--- src/rtl/imem_loader.sv ---
// imem_loader: boots a core from a byte stream.
//   Collects little-endian program bytes into 32-bit words and writes them
//   to instruction memory. The halt word (opcode 7'h7F) ends loading. The
//   loader then releases the core and watches its IF/ID instruction for
//   the halt. A watchdog timer moves to an error state if the halt never
//   arrives.
//
// Ports
//   clk            rising-edge clock
//   rst            synchronous reset, active low
//   s_valid/s_data byte stream input (8-bit)
//   s_ready        loader can take a byte this cycle
//   imem_we        one-cycle write strobe to instruction memory
//   imem_addr      word address of the write (ADDR_W bits)
//   imem_wdata     assembled instruction word (32 bits)
//   if_instruction instruction currently in the core's IF/ID register
//   core_rst       active-high reset to the core
//   core_enable    core run enable
//   done           core fetched the halt instruction (sticky until reset)
//   load_err       overflow or run timeout (sticky until reset)
//   words_loaded   number of words written (ADDR_W+1 bits)
//
// state | meaning
// LOAD  | accepting bytes, core held in reset
// RUN   | core enabled, run counter counting, waiting for halt fetch
// DONE  | halt fetched, core stopped (terminal)
// ERR   | image overflow or run timeout (terminal)
module imem_loader #(
  parameter int ADDR_W      = 8,
  parameter int RUN_TIMEOUT = 1000
) (
  input  logic              clk,
  input  logic              rst,
  input  logic              s_valid,
  input  logic [7:0]        s_data,
  output logic              s_ready,
  output logic              imem_we,
  output logic [ADDR_W-1:0] imem_addr,
  output logic [31:0]       imem_wdata,
  input  logic [31:0]       if_instruction,
  output logic              core_rst,
  output logic              core_enable,
  output logic              done,
  output logic              load_err,
  output logic [ADDR_W:0]   words_loaded
);

  localparam logic [ADDR_W:0] DEPTH    = {1'b1, {ADDR_W{1'b0}}};
  // The run counter reaches RUN_TIMEOUT on the edge where it holds RUN_TIMEOUT-1.
  localparam logic [31:0]     TMO_LAST = 32'(RUN_TIMEOUT - 1);

  typedef enum logic [1:0] {S_LOAD, S_RUN, S_DONE, S_ERR} state_t;

  state_t            state, state_nxt;
  logic [1:0]        bcnt;
  logic [23:0]       byte_buf;
  logic [ADDR_W-1:0] word_ptr;
  logic [31:0]       run_cnt;
  logic              xfer, last_byte, word_full, halt_wr, ir_halt;
  logic              unused_ir;

  // While the halt word is being written the loader stops taking bytes,
  // so anything after the halt stays in the source.
  assign halt_wr   = imem_we && (imem_wdata[6:0] == 7'h7F);
  assign s_ready   = (state == S_LOAD) && !halt_wr;
  assign xfer      = s_valid && s_ready;
  assign last_byte = xfer && (bcnt == 2'd3);
  assign word_full = (words_loaded == DEPTH);
  assign ir_halt   = (if_instruction[6:0] == 7'h7F);
  assign unused_ir = ^if_instruction[31:7];

  always_ff @(posedge clk) begin
    if (!rst) state <= S_LOAD;
    else      state <= state_nxt;
  end

  always_comb begin
    state_nxt   = state;
    core_rst    = 1'b1;
    core_enable = 1'b0;
    done        = 1'b0;
    load_err    = 1'b0;
    case (state)
      S_LOAD: begin
        if (halt_wr)                     state_nxt = S_RUN;
        else if (last_byte && word_full) state_nxt = S_ERR;
      end
      S_RUN: begin
        core_rst    = 1'b0;
        core_enable = 1'b1;
        // Halt takes priority over a timeout on the same edge.
        if (ir_halt)                    state_nxt = S_DONE;
        else if (run_cnt == TMO_LAST)   state_nxt = S_ERR;
      end
      S_DONE: begin
        core_rst = 1'b0;
        done     = 1'b1;
      end
      S_ERR: begin
        load_err = 1'b1;
      end
      default: state_nxt = S_LOAD;
    endcase
  end

  always_ff @(posedge clk) begin
    if (!rst) begin
      bcnt         <= 2'd0;
      byte_buf     <= 24'd0;
      word_ptr     <= '0;
      words_loaded <= '0;
      imem_we      <= 1'b0;
      imem_addr    <= '0;
      imem_wdata   <= 32'd0;
      run_cnt      <= 32'd0;
    end else begin
      imem_we <= 1'b0;
      if (xfer) begin
        bcnt <= bcnt + 2'd1;
        case (bcnt)
          2'd0: byte_buf[7:0]   <= s_data;
          2'd1: byte_buf[15:8]  <= s_data;
          2'd2: byte_buf[23:16] <= s_data;
          default: begin
            // A full image drops the word; the FSM moves to ERR instead.
            if (!word_full) begin
              imem_we      <= 1'b1;
              imem_wdata   <= {s_data, byte_buf};
              imem_addr    <= word_ptr;
              word_ptr     <= word_ptr + ADDR_W'(1);
              words_loaded <= words_loaded + (ADDR_W+1)'(1);
            end
          end
        endcase
      end
      if (state == S_RUN) run_cnt <= run_cnt + 32'd1;
      else                run_cnt <= 32'd0;
    end
  end

endmodule

--- config.mk ---
export PLATFORM = sky130hd
export DESIGN_NAME = imem_loader
export DESIGN_NICKNAME = d
export VERILOG_FILES = /design/src/rtl/imem_loader.sv
export SDC_FILE = /design/constraint.sdc
export NUM_CORES = 1
export LEC_CHECK = 0
export ABC_AREA = 1
export ABC_CLOCK_PERIOD_IN_PS = 2200
export CELL_PAD_IN_SITES_DETAIL_PLACEMENT = 1
export CELL_PAD_IN_SITES_GLOBAL_PLACEMENT = 2
export CORE_UTILIZATION = 31
export CTS_CLUSTER_DIAMETER = 50
export DETAILED_ROUTE_END_ITERATION = 8
export PLACE_DENSITY = 0.92
export SLEW_MARGIN = 40
export SYNTH_ARGS = -nofsm -noshare
export SYNTH_HDL_FRONTEND = slang
export SYNTH_SLANG_ARGS = --single-unit
--- constraint.sdc ---
create_clock -name clk -period 2.2 [get_ports clk]
set_input_delay 0.22 -clock clk [delete_from_list [all_inputs] [get_ports clk]]
set_output_delay 0.22 -clock clk [all_outputs]
set_load 0.05 [all_outputs]
==> Slide: Implementation Results, run 1 <==
Flow Results at a Glance

Run status
  • Status: finished clean

Setup path
  • Crit path launch: state[1]$_SDFFE_PN0P_
  • CP max FO: 4

Die
  • FP Core Util: 0.321
  • Die Size: 17900 µm²
  • Well Taps: 220

Final layout
  • Synth-to-layout area growth: 28.9%
  • Fin cells: 1061
  • NumNets Final: 883
  • Signal buf overhead: 0.121
  • Share of cells above drive strength 1: 0.0832
  • Most frequent cells in the layout: nand2_1, dfxtp_1, nor2_1
  • Reg area: 2360 µm²

Final timing
  • RSZ-0062 raised after global routing: false
  • Final Hold Vio Count: 0
  • Relative slew slack: 0.615
  • Fin crit period: 2.09 ns

Placement
  • Placed cells: 1029
  • DP Worst Slack: 0.298 ns

CTS
  • TritonCTS buffer count: 17
  • Sink Count: 118

Synthesis
  • Sequential fraction of the synthesis area: 0.438
  • Yosys cell count: 756

Hold path
  • WHS Endpoint: words_loaded[5]$_SDFFE_PN0P_

Pwr
  • Psw: 1.51 mW
  • Top power group: clock
[run 1: state kept, by name, indices dropped and copies added (netlist names)]
name          count
imem_addr         8
bcnt              2
words_loaded      9
state             2
word_ptr          8
run_cnt          32
imem_wdata       32
imem_we           1
byte_buf         24
[run 1: cells in the mapped netlist, drive strengths merged]
cell type / n
a31oi: 1
nor3: 53
clkbuf: 14
nand3b: 6
ha: 12
xor2: 5
buf: 19
xnor2: 4
o31ai: 1
o21a: 3
dfxtp: 118
and2: 1
a21oi: 71
nor2: 122
nor4: 1
nand2: 149
inv: 56
a211oi: 1
o21ai: 66
nand3: 46
nand4: 7
[run 1: critical path, stage by stage (launching register included)]
cell	delay, ns
dfxtp_1	0.34
inv_1	0.09
ha_1	0.21
clkdlybuf4s50_1	0.82
### Placement by cell class, run 1

(2 px per µm)
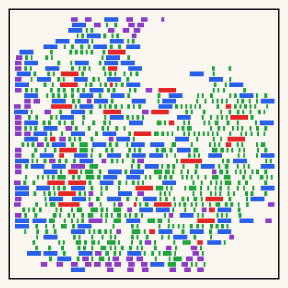
Key: clock drivers and dummy loads = red [cells 32]; other buffers and delay cells = purple [cells 86]; all other logic = green [cells 605]; flip-flops = blue [cells 118]
fraction of area in registers: 0.339
Finished Cell Area: 6960 µm²

### Wires at chosen ports, followed through buffers, run 1

(4 px per µm)
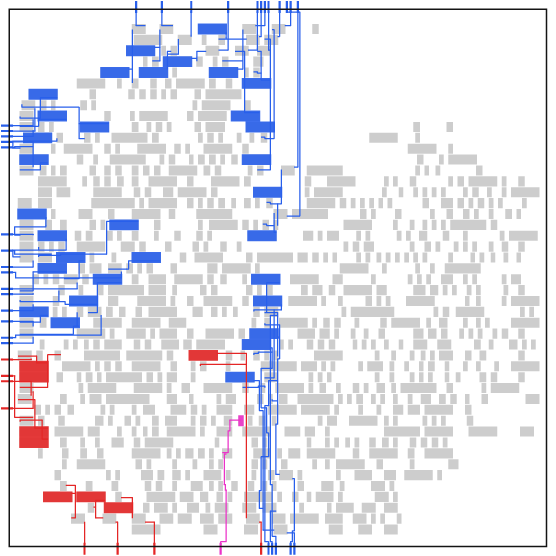
Key: `s_ready` = magenta [bits 1, direction output, edge bottom, end cells 1, buffers 1, wire 37.7 µm]; `imem_wdata` = blue [bits 32, direction output, edge 15 left, 12 top, 5 bottom, end cells 32, buffers 32, wire 1140 µm]; `imem_addr` = red [bits 8, direction output, edge 4 left, 4 bottom, end cells 8, buffers 8, wire 208 µm]
io pins: 98
# port buffers: 72

### Clock routing, run 1

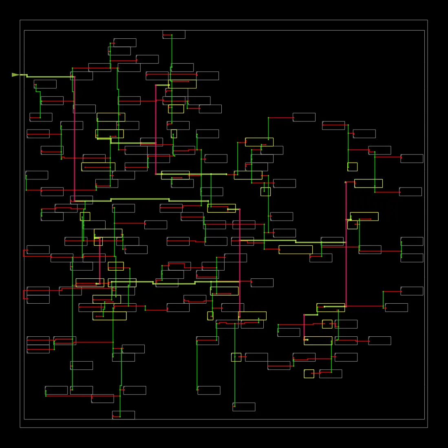
sequential cells: 118
number of clock-tree buffers in the layout: 19

### Metal 3, run 1

(3 px per µm) Cells faint in the background.
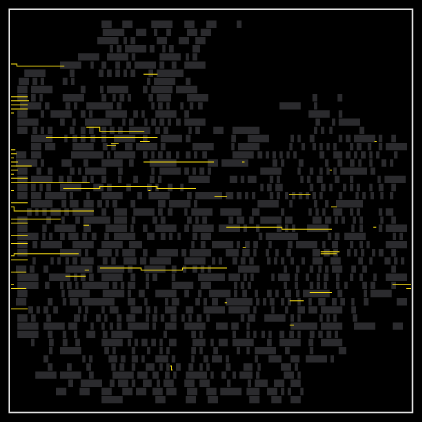
The layer holds 3.0% of the routed length. 42 nets have wire on it. The wires run mostly horizontal.
WL final: 15.9 mm
via count: 5155

==> run 2: changes to the inputs <==
Settings changed: PLACE_DENSITY 0.92 to 0.86, SLEW_MARGIN 40 to 20.
==> Slide: Implementation Results, run 2 <==
Flow Results at a Glance

Placement
  • # port buffers: 72
  • DP Worst Slack: 0.327 ns
  • Placed cells: 1027

Pwr
  • Psw: 1.47 mW
  • Top power group: clock

Synthesis
  • Top-count cell post-synth: nand2_1
  • Yosys cell count: 756
  • Post-synth top flop: dfxtp_1
  • Post-synth EDFFs: 0
  • Sequential fraction of the synthesis area: 0.438
  • Synth top cells by count: nand2_1, dfxtp_1, nor2_1
  • FFs w/ async S/R, synth: 0

Final layout
  • Fin cells: 1059
  • Finished Cell Area: 6930 µm²
  • Most frequent cells in the layout: nand2_1, dfxtp_1, nor2_1
  • Synth-to-layout area growth: 28.4%
  • NumNets Final: 881
  • Regs by FF count: imem_wdata: 32 flops, run_cnt: 32 flops, byte_buf: 24 flops
  • Share of cells above drive strength 1: 0.0787

Final timing
  • Fin crit period: 2.06 ns
  • Relative slew slack: 0.600

Hold path
  • WHS Endpoint: words_loaded[3]$_SDFFE_PN0P_

Run status
  • Status: finished clean

CTS
  • Sink Count: 118
  • TritonCTS buffer count: 17

Die
  • Io pins: 98
  • Die Size: 17900 µm²

Setup path
  • CP max FO: 4
  • Crit path launch: state[1]$_SDFFE_PN0P_

Route
  • Via count: 5257
[run 2: netlist changes by cell type in the layout (fill, tap and decap cells not counted)]
cell	previous run	this run
inv_6	4	1
buf_4	13	11
clkbuf_1	0	2
clkinvlp_4	1	3
clkinv_4	3	2
[run 2: repair_timing]
| item | in CTS | in global routing |
|---|---|---|
| endpoints found under the hold margin | 0 | 0 |
| resized | 1 | 0 |
| setup endpoints to repair | 1 | 0 |
[run 2: worst max-delay path: stages, from the launching register on]
cell             delay (ns)
dfxtp_1                0.34
inv_1                  0.09
ha_1                   0.18
clkdlybuf4s50_1        0.82
[run 2: cell type report]
type | count | area [µm²]
fill | 2091 | 9890
multi-input combinational | 549 | 2650
sequential | 118 | 2360
timing repair buffer | 84 | 827
clock buffer | 21 | 460
tap | 220 | 275
inverter | 56 | 210
clock inverter | 11 | 149
### Wires at chosen ports, followed through buffers, run 2

(4 px per µm)
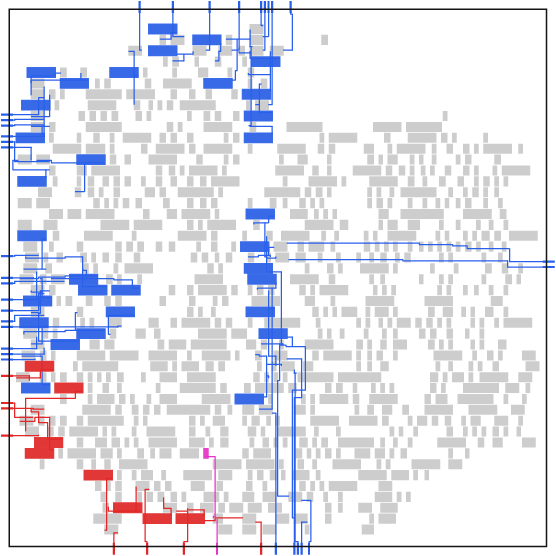
Key: `imem_wdata` = blue [bits 32, direction output, edge 16 left, 9 top, 5 bottom, 2 right, end cells 32, buffers 32, wire 1220 µm]; `imem_addr` = red [bits 8, direction output, edge 4 left, 4 bottom, end cells 8, buffers 8, wire 188 µm]; `s_ready` = magenta [bits 1, direction output, edge bottom, end cells 1, buffers 1, wire 24.3 µm]

### Clock routing, run 2

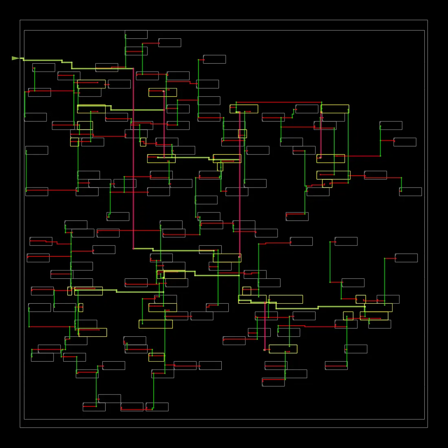
Latency at later pin: 0.42 ns
Clock net power: 2.89 mW

==> run 3: changes to the inputs <==
Settings changed: GPL_ROUTABILITY_DRIVEN from default to 1.
==> Slide: Implementation Results, run 3 <==
Flow Results at a Glance

CTS
  • Latency at later pin: 0.42 ns
  • Post_cts resized: 1
  • Sink Count: 118
  • Post-CTS Setup Bufs: 0

Pwr
  • Clock net power: 2.89 mW
  • Psw: 1.47 mW
  • Top power group: clock

Final layout
  • NumNets Final: 881
  • Fill cells: 2091
  • Regs by FF count: imem_wdata: 32 flops, run_cnt: 32 flops, byte_buf: 24 flops
  • Reg area: 2360 µm²
  • Share of cells above drive strength 1: 0.0787
  • Most frequent cells in the layout: nand2_1, dfxtp_1, nor2_1
  • Fin cells: 1059
  • Logic cell area: 2650 µm²

Setup path
  • CP cell instances: inv_1, ha_1, clkdlybuf4s50_1
  • CP max FO: 4
  • Crit start category: flop
  • CP max-delay cell: clkdlybuf4s50_1
  • WP buf/inv: 2
  • Crit path launch: state[1]$_SDFFE_PN0P_
  • Delay-heaviest family, CP: buffers and inverters
  • Slowest cell delay on critical path: 0.82 ns
  • Critical path depth: 3

Route
  • Final antenna-violating net count: 0
  • Via count: 5257
  • Residual DRC: 0
  • WL final: 16.6 mm
  • WL met2: 8.28 mm

Synthesis
  • Sequential fraction of the synthesis area: 0.438
  • Post-synth top flop: dfxtp_1
  • Yosys cell count: 756
  • FFs w/ async S/R, synth: 0
  • Post-synth EDFFs: 0
  • Yosys warns: 0
  • Top-count cell post-synth: nand2_1

Final timing
  • Final Hold Vio Count: 0
  • Final setup margin: 0.139 ns
  • Relative slew slack: 0.600
  • RSZ-0062 raised after global routing: false
  • Fin crit period: 2.06 ns

Placement
  • Placed cells: 1027
  • # port buffers: 72

Hold path
  • Min-delay src: rst
  • WHS Endpoint: words_loaded[3]$_SDFFE_PN0P_

Run status
  • Status: finished clean

Die
  • Io pins: 98
  • FP Core Util: 0.321
  • Die Size: 17900 µm²

Global routing
  • GR Util met3: 0.0484
run 3: per-stage QoR:
| step | cell area (µm²) | utilization | total power [mW] |
|---|---|---|---|
| 6_report | 6930 | 0.412 | 5.69 |
| 5_1_grt | 6930 | 0.412 | 5.90 |
| 3_3_place_gp | 6320 | 0.376 | 2.83 |
| 3_5_place_dp | 6320 | 0.376 | 2.85 |
| 2_1_floorplan | 5400 | - | 2.66 |
| 4_1_cts | 6930 | 0.412 | 5.75 |
run 3: layout make-up:
type / instances / share of cell area
clock inverter: 11 / 0.0215
inverter: 56 / 0.0303
tap: 220 / 0.0397
sequential: 118 / 0.341
multi-input combinational: 549 / 0.382
clock buffer: 21 / 0.0664
timing repair buffer: 84 / 0.119
### Clock routing, run 3

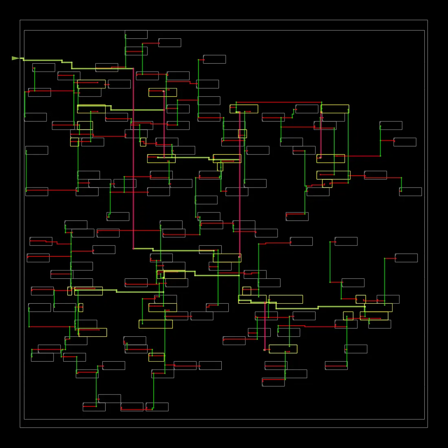
number of clock-tree buffers in the layout: 21
TritonCTS buffer count: 17
skew final: 0.00679 ns

### Placement by cell class, run 3

(2 px per µm)
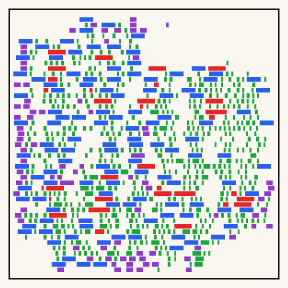
Key: other buffers and delay cells = purple [cells 84]; all other logic = green [cells 605]; flip-flops = blue [cells 118]; clock drivers and dummy loads = red [cells 32]
fraction of area in registers: 0.341
Finished Cell Area: 6930 µm²

No activity file was given, so power comes from the tool's default toggle rates.
